### A small window of the routed layout

Window x 22 to 42, y 8 to 28 um. Cells in gray, sequential cells in the stronger gray; small squares are vias.
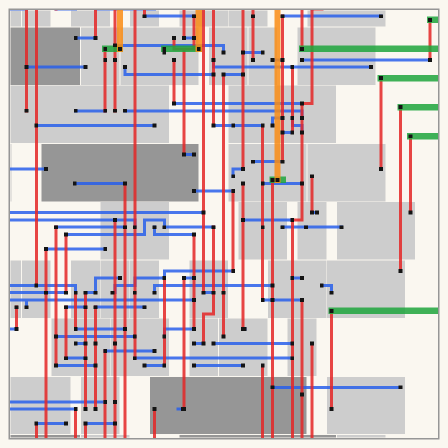
### Wiring by layer

Drawn at 6 px/um.
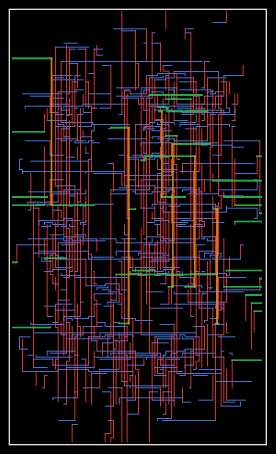
### Routed clock nets over the placement

Drawn at 4 px/um.
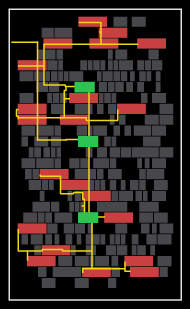
### Register map, names as in the netlist

Drawn at 8 px/um.
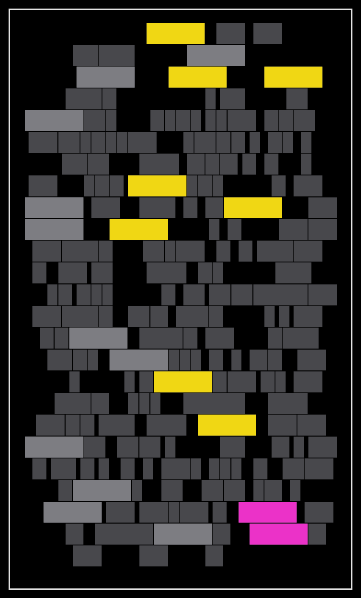
`config.mk`:
```
export PLATFORM = sky130hd
export DESIGN_NAME = count_seq_ctrl
export DESIGN_NICKNAME = d
export VERILOG_FILES = /design/src/rtl/cnt_ctrl_pkg.sv /design/src/rtl/parity_step_counter.sv /design/src/rtl/count_seq_ctrl.sv
export SDC_FILE = /design/constraint.sdc
export NUM_CORES = 1
export LEC_CHECK = 0
export CORE_ASPECT_RATIO = 1.75
export CORE_MARGIN = 1.5
export CORE_UTILIZATION = 50
export CTS_BUF_LIST = sky130_fd_sc_hd__clkbuf_8
export CTS_CLUSTER_SIZE = 25
export DETAILED_ROUTE_END_ITERATION = 12
export GPL_TIMING_DRIVEN = 0
export PLACE_DENSITY = 0.78
export SYNTH_ARGS = -nofsm -noshare
export SYNTH_HDL_FRONTEND = slang
export SYNTH_SLANG_ARGS = --single-unit
```
`constraint.sdc`:
```
create_clock -name clk -period 2.6 [get_ports clk]
set_input_delay 0.65 -clock clk [delete_from_list [all_inputs] [get_ports clk]]
set_output_delay 0.65 -clock clk [all_outputs]
set_load 0.005 [all_outputs]
```
`src/rtl/cnt_ctrl_pkg.sv`:
```
// Shared types and helpers for the parity counter sequencer.
package cnt_ctrl_pkg;

  typedef enum logic [1:0] {
    StIdle,
    StRun,
    StDone
  } state_e;

  // Bit 1 selects direction (1 = down), bit 0 selects parity (1 = even).
  typedef enum logic [1:0] {
    ModeOddUp    = 2'b00,
    ModeEvenUp   = 2'b01,
    ModeOddDown  = 2'b10,
    ModeEvenDown = 2'b11
  } mode_e;

  // First sample of a job for a w-bit counter; caller truncates to its width.
  function automatic logic [63:0] start_val(mode_e mode, int unsigned w);
    logic [63:0] all_ones;
    logic [63:0] val;
    all_ones = (w >= 64) ? '1 : ((64'd1 << w) - 64'd1);
    case (mode)
      ModeOddUp:    val = 64'd1;
      ModeEvenUp:   val = 64'd0;
      ModeOddDown:  val = all_ones;
      default:      val = all_ones - 64'd1;
    endcase
    return val;
  endfunction

endpackage

```
`src/rtl/parity_step_counter.sv`:
```
// W-bit counter stepping by +/-2 with a load port and a carry/borrow flag.
module parity_step_counter #(
  parameter int unsigned W = 8
) (
  input  logic         clk,
  input  logic         rst,
  input  logic         load_i,
  input  logic [W-1:0] load_val_i,
  input  logic         step_i,
  input  logic         down_i,
  output logic [W-1:0] value_o,
  output logic         wrap_o
);

  logic [W-1:0] value_q, value_d;
  logic         wrap_q, wrap_d;
  logic [W:0]   sum;

  // Next value; the extra top bit is the carry (up) or borrow (down).
  always_comb begin
    sum     = down_i ? ({1'b0, value_q} - (W+1)'(2)) : ({1'b0, value_q} + (W+1)'(2));
    value_d = value_q;
    wrap_d  = 1'b0;
    if (load_i) begin
      value_d = load_val_i;
    end else if (step_i) begin
      value_d = sum[W-1:0];
      wrap_d  = sum[W];
    end
  end

  // Value and wrap flag registers; wrap only reflects the most recent step.
  always_ff @(posedge clk) begin
    if (rst) begin
      value_q <= '0;
      wrap_q  <= 1'b0;
    end else begin
      value_q <= value_d;
      wrap_q  <= wrap_d;
    end
  end

  assign value_o = value_q;
  assign wrap_o  = wrap_q;

endmodule

```
`src/rtl/count_seq_ctrl.sv`:
```
// Command-driven sequencer: accepts a counting job, emits len samples, pulses done.
module count_seq_ctrl
  import cnt_ctrl_pkg::*;
#(
  parameter int unsigned W     = 8,
  parameter int unsigned LEN_W = 8
) (
  input  logic             clk,
  input  logic             rst,
  input  logic             cmd_valid_i,
  output logic             cmd_ready_o,
  input  logic [1:0]       cmd_mode_i,
  input  logic [LEN_W-1:0] cmd_len_i,
  input  logic             pause_i,
  input  logic             abort_i,
  output logic [W-1:0]     cnt_o,
  output logic             cnt_valid_o,
  output logic             wrap_o,
  output logic             busy_o,
  output logic             done_o
);

  state_e           state_q, state_d;
  logic [LEN_W-1:0] rem_q, rem_d;
  logic             down_q, down_d;
  logic             valid_q, valid_d;
  logic             load, step;
  logic [W-1:0]     start_w;

  assign start_w = W'(start_val(mode_e'(cmd_mode_i), W));

  // Next-state logic: abort beats pause, pause beats step.
  always_comb begin
    state_d = state_q;
    rem_d   = rem_q;
    down_d  = down_q;
    valid_d = 1'b0;
    load    = 1'b0;
    step    = 1'b0;
    unique case (state_q)
      StIdle: begin
        if (cmd_valid_i) begin
          down_d = cmd_mode_i[1];
          if (cmd_len_i != '0) begin
            load    = 1'b1;
            rem_d   = cmd_len_i - LEN_W'(1);
            valid_d = 1'b1;
            state_d = StRun;
          end else begin
            state_d = StDone;
          end
        end
      end
      StRun: begin
        if (abort_i) begin
          state_d = StIdle;
        end else if (!pause_i) begin
          if (rem_q != '0) begin
            step    = 1'b1;
            rem_d   = rem_q - LEN_W'(1);
            valid_d = 1'b1;
          end else begin
            state_d = StDone;
          end
        end
      end
      StDone: state_d = StIdle;
      default: state_d = StIdle;
    endcase
  end

  // State, remaining count, latched direction and sample-valid registers.
  always_ff @(posedge clk) begin
    if (rst) begin
      state_q <= StIdle;
      rem_q   <= '0;
      down_q  <= 1'b0;
      valid_q <= 1'b0;
    end else begin
      state_q <= state_d;
      rem_q   <= rem_d;
      down_q  <= down_d;
      valid_q <= valid_d;
    end
  end

  parity_step_counter #(
    .W (W)
  ) u_counter (
    .clk        (clk),
    .rst        (rst),
    .load_i     (load),
    .load_val_i (start_w),
    .step_i     (step),
    .down_i     (down_q),
    .value_o    (cnt_o),
    .wrap_o     (wrap_o)
  );

  assign cnt_valid_o = valid_q;
  assign cmd_ready_o = (state_q == StIdle);
  assign busy_o      = (state_q != StIdle);
  assign done_o      = (state_q == StDone);

endmodule

```
==> flow report <==
======================================================================================
Status .................................................................. complete, no violations
All-layer global routing usage ..........................................       0.2424
Final weighted congestion of routability-driven global placement ........       0.8847
Antenna-violating nets left .............................................            0
Power attributed to combinational cells .................................       278 uW
Cell area after placement ...............................................   1677 sq um
Largest net degree at the start of global routing .......................           12
Cell area after synthesis ...............................................   1373 sq um
PD cells ................................................................ 499.7 nW/um^2
Largest logic family .................................................... simple AND/OR/NAND/NOR gates
Detailed placement HPWL .................................................      2745 um
Register area ...........................................................  420.4 sq um
Element type at the critical path end ...................................     register
Number of distinct standard cells referenced by the synthesized netlist .           42
Vias in the first global route ..........................................         1340
Proportion of cell area spent on the clock network ......................      0.02586
WL per Instance .........................................................     15.17 um
Average cell area after synthesis .......................................  7.888 sq um
NetSw ...................................................................     280.8 uW
Number of enable flip-flop cells ........................................            0
Number of buffers inserted by post-CTS setup repair .....................            0
Count of fill cells added during filler insertion .......................          241
Sum of negative setup slack .............................................         0 ns
Startpoint of the worst hold path .......................................     rem_q[7]
Adder Area Share ........................................................      0.07840
Maximum clock rate ......................................................    415.7 MHz
Well-Tap Cells ..........................................................           27
Clk network pwr share ...................................................        0.241
Largest cells by area ................................................... sky130_fd_sc_hd__dfxtp_1 31%, sky130_fd_sc_hd__nor2_1 7.1%, sky130_fd_sc_hd__a21oi_1 6.6%
Switching share of power ................................................       0.3227
PostCTS Resize Cnt ......................................................            0
Clock Skew ..............................................................  0.001700 ns
Port bufs ...............................................................           27
Vias per std cell .......................................................        5.974
Die Area ................................................................   3081 sq um
Later-pin clock latency in the skew report ..............................      0.26 ns
Critical Path Start Type ................................................   input port
Non-clock inverters .....................................................            5
Stage-log warning count .................................................           26
Die extent in y .........................................................     72.31 um
Worst Hold Depth ........................................................            2
Non-clock buffer total of the final layout ..............................           32
Final Max Slew Viols ....................................................            0
Most common cell after layout, fill and taps aside ...................... sky130_fd_sc_hd__clkdlybuf4s50_1
======================================================================================
Back to the opening pictures, 'A small window of the routed layout':
Green stands for M3. Red stands for M2. Orange stands for M4. Blue stands for M1.
Most frequent: clkdlybuf4s50_1 (6), nor2_1 (4). 30 logic cells have their middle in the window. Sequential cells in the window: 2. Netlist names of flops here include rem_q (1), state_q (1).

Back to the opening pictures, 'Wiring by layer':
Orange stands for M4, wire length 136 um. Green stands for M3, wire length 159 um. Blue stands for M1, wire length 1360 um. Red stands for M2, wire length 1870 um.

Back to the opening pictures, 'Routed clock nets over the placement':
Green stands for clock-net drivers, count 3. Red stands for flip-flops, count 21. Yellow stands for clock wires, length 270 um.
There are 4 routed clock nets.

Back to the opening pictures, 'Register map, names as in the netlist':
Yellow stands for rem_q, flops 8. Magenta stands for state_q, flops 2.

==> routing by layer <==
layer	routed length [um]	part of all wire
met3	159	0.045
met1	1356	0.39
met5	0	0
met4	136	0.039
met2	1868	0.53
==> through the flow <==
step	setup slack, ns	hold WS, ns	util	cells
final	0.1945	0.4965	0.6551	232
after global routing	0.04343	0.5130	0.6551	232
after CTS	0.08142	0.4981	0.6475	232
after detailed placement	-0.1808	0.4866	0.6306	228
after global placement	-0.1576	0.4670	0.6306	228
after floorplan	0.5686	0.4497	-	174
==> flip-flops by register name, indices dropped and copies added (netlist names) <==
register / count
rem_q: 8
u_counter.value_o: 8
state_q: 2
cnt_valid_o: 1
down_q: 1
u_counter.wrap_o: 1
Power figures rest on the tool's default switching activity, not on a simulated workload.
